### Where the registers sit

Other sequential cells in the stronger grey, the rest of the logic in the fainter grey.
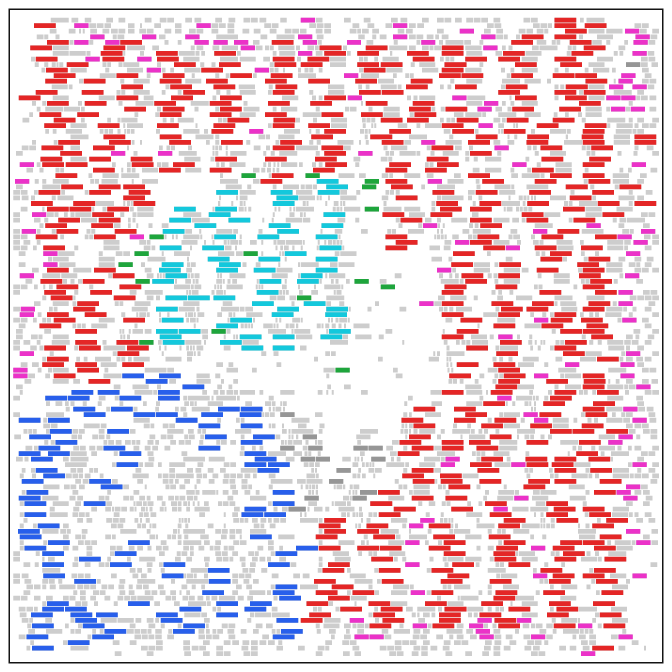
### Track usage over the die

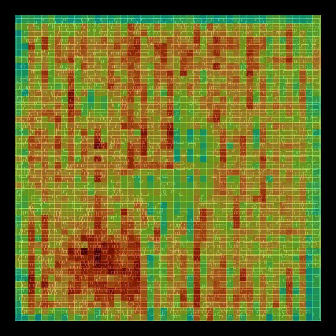
### Signal wires on met4

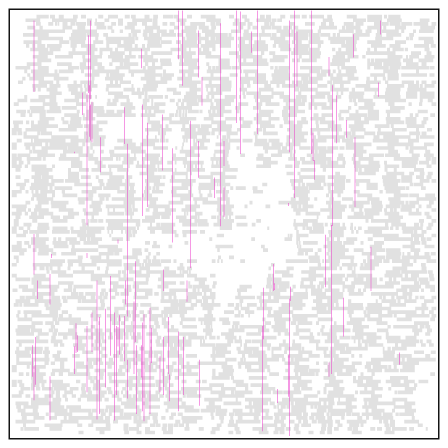
### src/rtl/dcache_wbuf_pkg.sv
// Shared definitions for the dcache write buffer.
// Provides the default depth and line width, the entry record layout and
// the drain FSM state encoding.
package dcache_wbuf_pkg;

    localparam int DCACHE_WBUF_DEPTH = 4;
    localparam int DCACHELINE_WIDTH  = 128;
    localparam int WBUF_ADDR_W       = 32;
    localparam int WBUF_OFFS_W       = $clog2(DCACHELINE_WIDTH / 8);

    // One buffered line: tag, data, byte strobes and a valid flag.
    typedef struct packed {
        logic [WBUF_ADDR_W-WBUF_OFFS_W-1:0] tag;
        logic [DCACHELINE_WIDTH-1:0]        data;
        logic [DCACHELINE_WIDTH/8-1:0]      strb;
        logic                               valid;
    } wbuf_entry_t;

    // Drain FSM states.
    typedef enum logic [1:0] {
        ST_IDLE   = 2'd0,
        ST_REQ    = 2'd1,
        ST_WAIT_B = 2'd2
    } drain_state_e;

endpackage

### src/rtl/dcache_wbuf_byte_merge.sv
// Byte-wise merge of a new store into an existing line.
// Ports:
//   old_data/old_strb  current line contents and valid-byte mask
//   new_data/new_strb  incoming store data and byte enables
//   merged_data        old bytes replaced wherever new_strb is set
//   merged_strb        old_strb | new_strb
module dcache_wbuf_byte_merge #(
    parameter int LINE_W = 128
) (
    input  logic [LINE_W-1:0]   old_data,
    input  logic [LINE_W/8-1:0] old_strb,
    input  logic [LINE_W-1:0]   new_data,
    input  logic [LINE_W/8-1:0] new_strb,
    output logic [LINE_W-1:0]   merged_data,
    output logic [LINE_W/8-1:0] merged_strb
);

    // Per-byte select between the stored and the incoming byte.
    always_comb begin
        merged_data = old_data;
        for (int b = 0; b < LINE_W / 8; b++) begin
            merged_data[b*8 +: 8] = new_strb[b] ? new_data[b*8 +: 8] : old_data[b*8 +: 8];
        end
        merged_strb = old_strb | new_strb;
    end

endmodule

### src/rtl/dcache_wbuf.sv
// Line-granular data-cache write buffer.
// Holds up to DEPTH dirty lines, merges stores to a buffered line, forwards
// buffered data to loads and drains the oldest line to the AXI write master.
// Ports:
//   clk, rst                         clock, synchronous active-high reset
//   cpu_wreq_i/awaddr/wdata/wstrb    store-line request; cpu_wready_o accepts it
//   cpu_rreq_i/araddr                load lookup; read_hit_o/cpu_rdata_o/cpu_rstrb_o
//                                    answer one cycle later
//   flush_i, flush_done_o            drain request and its completion flag
//   count_o, full_o, empty_o         occupancy
//   axi_*                            head-of-queue write request and response
module dcache_wbuf
    import dcache_wbuf_pkg::*;
#(
    parameter int DEPTH  = DCACHE_WBUF_DEPTH,
    parameter int LINE_W = DCACHELINE_WIDTH,
    parameter int ADDR_W = WBUF_ADDR_W
) (
    input  logic                      clk,
    input  logic                      rst,
    input  logic                      cpu_wreq_i,
    input  logic [ADDR_W-1:0]         cpu_awaddr_i,
    input  logic [LINE_W-1:0]         cpu_wdata_i,
    input  logic [LINE_W/8-1:0]       cpu_wstrb_i,
    output logic                      cpu_wready_o,
    input  logic                      cpu_rreq_i,
    input  logic [ADDR_W-1:0]         cpu_araddr_i,
    output logic                      read_hit_o,
    output logic [LINE_W-1:0]         cpu_rdata_o,
    output logic [LINE_W/8-1:0]       cpu_rstrb_o,
    input  logic                      flush_i,
    output logic                      flush_done_o,
    output logic [$clog2(DEPTH):0]    count_o,
    output logic                      full_o,
    output logic                      empty_o,
    output logic                      axi_wen_o,
    output logic [ADDR_W-1:0]         axi_awaddr_o,
    output logic [LINE_W-1:0]         axi_wdata_o,
    output logic [LINE_W/8-1:0]       axi_wstrb_o,
    input  logic                      axi_req_accept_i,
    input  logic                      axi_bvalid_i
);

    localparam int OFFS_W = $clog2(LINE_W / 8);
    localparam int TAG_W  = ADDR_W - OFFS_W;
    localparam int STRB_W = LINE_W / 8;
    localparam int PTR_W  = $clog2(DEPTH);
    localparam int CNT_W  = PTR_W + 1;

    logic [TAG_W-1:0]  tag_q  [DEPTH];
    logic [LINE_W-1:0] data_q [DEPTH];
    logic [STRB_W-1:0] strb_q [DEPTH];
    logic [DEPTH-1:0]  valid_q;
    logic [PTR_W-1:0]  head;
    logic [PTR_W-1:0]  tail;
    logic [CNT_W-1:0]  count;
    drain_state_e      state;
    drain_state_e      state_nxt;

    logic [TAG_W-1:0]  wtag;
    logic [TAG_W-1:0]  rtag;
    logic              in_flight;
    logic              whit;
    logic [PTR_W-1:0]  widx;
    logic              young_hit;
    logic [PTR_W-1:0]  young_idx;
    logic              old_hit;
    logic              rhit;
    logic [PTR_W-1:0]  ridx;
    logic              strb_zero;
    logic              full;
    logic              empty;
    logic              accept;
    logic              do_merge;
    logic              do_alloc;
    logic              pop;
    logic [CNT_W-1:0]  count_nxt;
    logic [LINE_W-1:0] merged_data;
    logic [STRB_W-1:0] merged_strb;

    assign wtag      = cpu_awaddr_i[ADDR_W-1:OFFS_W];
    assign rtag      = cpu_araddr_i[ADDR_W-1:OFFS_W];
    assign in_flight = (state != ST_IDLE);
    assign strb_zero = (cpu_wstrb_i == '0);
    assign full      = (count == CNT_W'(DEPTH));
    assign empty     = (count == '0);

    // Store lookup: the in-flight head is never a merge target, so at most
    // one entry can match here.
    always_comb begin
        whit = 1'b0;
        widx = '0;
        for (int i = 0; i < DEPTH; i++) begin
            whit = whit | (valid_q[i] && (tag_q[i] == wtag) && !(in_flight && (PTR_W'(i) == head)));
            widx = (valid_q[i] && (tag_q[i] == wtag) && !(in_flight && (PTR_W'(i) == head))) ? PTR_W'(i) : widx;
        end
    end

    // Load lookup: a non-in-flight match is always younger than the in-flight
    // head, so it takes priority; the head only supplies when alone.
    always_comb begin
        young_hit = 1'b0;
        young_idx = '0;
        for (int i = 0; i < DEPTH; i++) begin
            young_hit = young_hit | (valid_q[i] && (tag_q[i] == rtag) && !(in_flight && (PTR_W'(i) == head)));
            young_idx = (valid_q[i] && (tag_q[i] == rtag) && !(in_flight && (PTR_W'(i) == head))) ? PTR_W'(i) : young_idx;
        end
        old_hit = in_flight && valid_q[head] && (tag_q[head] == rtag);
        rhit    = young_hit | old_hit;
        ridx    = young_hit ? young_idx : head;
    end

    // A full buffer still accepts merges and empty-strobe stores.
    assign cpu_wready_o = ~rst & (strb_zero | whit | ~full);
    assign accept       = cpu_wreq_i & cpu_wready_o;
    assign do_merge     = accept & whit & ~strb_zero;
    assign do_alloc     = accept & ~whit & ~strb_zero;
    assign pop          = (state == ST_WAIT_B) & axi_bvalid_i;

    dcache_wbuf_byte_merge #(.LINE_W(LINE_W)) u_merge (
        .old_data    (data_q[widx]),
        .old_strb    (strb_q[widx]),
        .new_data    (cpu_wdata_i),
        .new_strb    (cpu_wstrb_i),
        .merged_data (merged_data),
        .merged_strb (merged_strb)
    );

    // Occupancy update from allocation and pop in the same cycle.
    always_comb begin
        case ({do_alloc, pop})
            2'b10:   count_nxt = count + CNT_W'(1);
            2'b01:   count_nxt = count - CNT_W'(1);
            default: count_nxt = count;
        endcase
    end

    // Entry storage, pointers and occupancy.
    always_ff @(posedge clk) begin
        if (rst) begin
            for (int i = 0; i < DEPTH; i++) begin
                tag_q[i]  <= '0;
                data_q[i] <= '0;
                strb_q[i] <= '0;
            end
            valid_q <= '0;
            head    <= '0;
            tail    <= '0;
            count   <= '0;
        end else begin
            if (do_merge) begin
                data_q[widx] <= merged_data;
                strb_q[widx] <= merged_strb;
            end else if (do_alloc) begin
                tag_q[tail]   <= wtag;
                data_q[tail]  <= cpu_wdata_i;
                strb_q[tail]  <= cpu_wstrb_i;
                valid_q[tail] <= 1'b1;
                tail          <= tail + PTR_W'(1);
            end
            if (pop) begin
                valid_q[head] <= 1'b0;
                head          <= head + PTR_W'(1);
            end
            count <= count_nxt;
        end
    end

    // Drain FSM state register.
    always_ff @(posedge clk) begin
        if (rst) begin
            state <= ST_IDLE;
        end else begin
            state <= state_nxt;
        end
    end

    // Drain FSM next-state logic.
    always_comb begin
        state_nxt = state;
        case (state)
            ST_IDLE:   state_nxt = empty ? ST_IDLE : ST_REQ;
            ST_REQ:    state_nxt = axi_req_accept_i ? ST_WAIT_B : ST_REQ;
            ST_WAIT_B: state_nxt = axi_bvalid_i ? ST_IDLE : ST_WAIT_B;
            default:   state_nxt = ST_IDLE;
        endcase
    end

    // Registered load-forwarding result.
    always_ff @(posedge clk) begin
        if (rst) begin
            read_hit_o  <= 1'b0;
            cpu_rdata_o <= '0;
            cpu_rstrb_o <= '0;
        end else if (cpu_rreq_i && rhit) begin
            read_hit_o  <= 1'b1;
            cpu_rdata_o <= data_q[ridx];
            cpu_rstrb_o <= strb_q[ridx];
        end else begin
            read_hit_o  <= 1'b0;
            cpu_rdata_o <= '0;
            cpu_rstrb_o <= '0;
        end
    end

    assign axi_wen_o    = (state == ST_REQ);
    assign axi_awaddr_o = {tag_q[head], {OFFS_W{1'b0}}};
    assign axi_wdata_o  = data_q[head];
    assign axi_wstrb_o  = strb_q[head];

    assign count_o      = count;
    assign full_o       = full;
    assign empty_o      = empty;
    assign flush_done_o = flush_i & empty & (state == ST_IDLE);

endmodule
### config.mk
export PLATFORM = sky130hd
export DESIGN_NAME = dcache_wbuf
export DESIGN_NICKNAME = d
export VERILOG_FILES = /design/src/rtl/dcache_wbuf_pkg.sv /design/src/rtl/dcache_wbuf_byte_merge.sv /design/src/rtl/dcache_wbuf.sv
export SDC_FILE = /design/constraint.sdc
export NUM_CORES = 2
export LEC_CHECK = 0
export CORE_UTILIZATION = 42
export DETAILED_ROUTE_END_ITERATION = 10
export GPL_ROUTABILITY_DRIVEN = 0
export PLACE_DENSITY_LB_ADDON = 0.05
export SETUP_SLACK_MARGIN = 0.3
export SYNTH_ARGS = -nofsm -noshare
export SYNTH_HDL_FRONTEND = slang
export SYNTH_SLANG_ARGS = --single-unit
### constraint.sdc
create_clock -name clk -period 11 [get_ports clk]
set_clock_uncertainty 0.2 [all_clocks]
set_input_delay 2.2 -clock clk [delete_from_list [all_inputs] [get_ports clk]]
set_output_delay 2.2 -clock clk [all_outputs]
set_load 0.05 [all_outputs]
==> job_summary.md <==
## Implementation flow summary

| Metric | Value |
|---|---|
| Die height | 319 um |
| Post-layout minimum cycle time | 8670 ps |
| Register bit total from synthesis | 848 |
| Design internal power | 6.00 mW |
| CP most frequent cell | clkdlybuf4s50_1 |
| Clk pin slew, worst setup/hold paths | 50 ps |
| RSZ-0062 raised after global routing | false |
| Worst VDD drop | 0.118 mV |
| Xor+xnor area frac | 0.0531 |
| Yosys aoi share | 0.0239 |
| Leak Pwr | 17.9 nW |
| IO Pins | 544 |
| Log Warnings | 43 |
| Final #Nets | 3641 |
| Maximum clock insertion buffer count | 3 |
| Hold Crit Class | flop to flop |
| CTS sink cnt | 848 |
| Run status | finished, final reports clean |
| Yosys top cell by area | edfxtp_1 |
| Worst Path Required | 8600 ps |
| Synth cell types | 52 |
| Place WS | 2530 ps |
| Fill count | 8391 |
| Dpl cell area | 48500 um2 |
| Final Hold Fails | 0 |
| Logic pwr share | 0.126 |
| Ys async rst share | 0 |
| Crit path DAT | 6270 ps |
| # Cells Yosys | 2976 |
| Setup CP Type | primary input to output port |
| Vias per cell | 5.68 |
| First-iteration detailed-routing DRC count | 2054 |
| CP peak stage delay | 1000 ps |
| Slowest CP cell | clkdlybuf4s50_1 |
| Die ar. | 102000 um2 |
| Synth top area cells | edfxtp_1 49%, mux4_2 17%, and2_1 9.9%, dfxtp_1 7.6%, xnor2_1 4.3% |
| Sequential area share after synthesis | 0.565 |
| Simple share | 0.152 |
| Syn Std Cell Area | 42200 um2 |
| Net switching fraction of the power | 0.258 |
| Post-synth top cells | 688 x edfxtp_1, 669 x and2_1, 317 x mux4_2 |
| Cell count after synthesis | 2976 |
| Syn Area/Cell | 14.2 um2 |
| Placed instance count | 4605 |
| Layout cells sized above 1 | 0.156 |
| Max capacitance violation total | 0 |
| Sum of negative setup slack | 0 ps |
| Drt pass-1 iters | 5 |
| Initial antenna violation count | 13 |
| Seq pwr share | 0.461 |
| Final Cycle Share | 0.788 |
| TritonCTS clock tree | done |
| Wire length per cell | 28.8 um |
| Most common logic cell in the routed design | edfxtp_1 |
| Clk. pwr | 3.34 mW |
| Root Buffer | clkbuf_16 |
| PnR Total Power | 8.09 mW |
| Adder-Cell Fraction of Synth Area | 0.00314 |
| Fin worst setup slack | 2330 ps |
| Final HPWL DP | 90800 um |
| Area share, top type | 0.489 |
| Seq power | 3.73 mW |
| Port-buffer cells | 531 |
| Synth top cell by count | edfxtp_1 |
| Mux area share | 0.170 |
| Max_slew headroom | 0.207 |
| Top pwr grp | sequential cells |
| HP Start | count_o[2] |
| Switch Pwr | 2.09 mW |
| Hold Path Stages | 2 |
| Non-Filler Cell Area, Final | 51700 um2 |
| Startpoint type of the worst setup path | primary input |
| Clock Power Share | 0.413 |
| Reg-to-reg slack, setup | 4680 ps |
| Latency at later pin | 690 ps |
| Row count | 115 |
| Fmax | 115 MHz |
| Pwr Density | 156 nW/um2 |
| Residual DRC | 0 |
| Chip area in the Yosys report | 42200 um2 |
| # setup viols final | 0 |
| CTS Hold Bufs | 0 |
| Initial Util | 0.427 |
| Commonest non-fill, non-tap cells in the layout | 688 x edfxtp_1, 668 x and2_1, 530 x clkdlybuf4s50_1, 317 x mux4_2, 207 x xnor2_1 |
| Hold_ws | 351 ps |
| Worst-path cell chain | clkdlybuf4s50_1, xnor2_1, nand4_1, nor4_1, nand2b_1, and4_2, a31oi_1, clkdlybuf4s50_1 |
| Hold worst-path end | count_o[2] |
| Post-CTS setup buffers | 0 |
| Antenna Nets Post-Route | 0 |
| First-pass GRT wire length | 199000 um |
| EDFF count, synth | 688 |
| Non-filler cells, final | 4789 |
| Worst Reg-to-Reg Cells | 12 |
| R2R Path End | cpu_rdata_o[69] |
| Vias in the first global route | 28866 |
| Worst-path fanout max | 10 |
| Worst-Margin Slew | 1190 ps |
| CTS Buf Count | 96 |
| Die width | 319 um |
| Setup crit end kind | output port |
| YS warnings | 0 |
| Largest net degree at the start of global routing | 118 |
| PostCTS Resize Cnt | 0 |
| CORE AREA | 99000 um2 |
| CTS H-Tree Depth | 3 |
Notes on 'Where the registers sit' above:
[data_q] red | sequential cells: 512 | where: widely spread
[tag_q] blue | sequential cells: 112 | where: lower left
[cpu_rdata_o] magenta | sequential cells: 128 | where: widely spread
[cpu_rstrb_o] green | sequential cells: 16
[strb_q] cyan | sequential cells: 64

Notes on 'Track usage over the die' above:
grt met3 use: 0.0554
Final Core Density: 0.523
met1 Use GR: 0.350
global-route usage over all layers: 0.270
Top Usage Layer GRT: met2

Notes on 'Signal wires on met4' above:
wire length on this layer: 4410 um
main direction: vertical
nets with wire on the layer: 65
share of all routed wire: 3.2%
Routed WL: 138000 um
via count: 27213

## flip-flops by register name, summed over array words and instances (netlist names), named ones only
| signal | count |
|---|---|
| count_o | 3 |
| cpu_rdata_o | 128 |
| cpu_rstrb_o | 16 |
| data_q | 512 |
| head | 2 |
| read_hit_o | 1 |
| state | 2 |
| strb_q | 64 |
| tag_q | 112 |
| tail | 2 |
| valid_q | 4 |
## critical path: cells and delay by family
family                 cells  cell delay, ps
AND-OR/OR-AND              1             180
XOR/XNOR                   1             190
buffers and inverters      2            1890
AND/OR/NAND/NOR            4            1780
## final cells by class
type,count,area [um2],share of cell area
clock inverter,44,598,0.0116
sequential,848,23900,0.461
timing repair buffer,566,5610,0.108
clock buffer,136,2670,0.0517
tap,1287,1610,0.0311
inverter,59,221,0.00428
antenna,4,10.0,0.000193
multi-input combinational,1845,17100,0.331
## layer usage
| layer | share of wire | GRT usage |
|---|---|---|
| met1 | 0.40 | 0.350 |
| met4 | 0.032 | 0.0942 |
| met3 | 0.075 | 0.0554 |
| met5 | 0.00042 | 0 |
| met2 | 0.49 | 0.450 |
## worst max path at each step
stage | start | end | cells past startpoint
2_1_floorplan | cpu_awaddr_i[10] | cpu_wready_o | 10
3_3_place_gp | cpu_awaddr_i[18] | cpu_wready_o | 8
3_5_place_dp | cpu_awaddr_i[18] | cpu_wready_o | 8
4_1_cts | cpu_awaddr_i[18] | cpu_wready_o | 8
5_1_grt | cpu_awaddr_i[18] | cpu_wready_o | 8
6_report | cpu_awaddr_i[18] | cpu_wready_o | 8
Power is estimated from default activity; no workload was simulated.
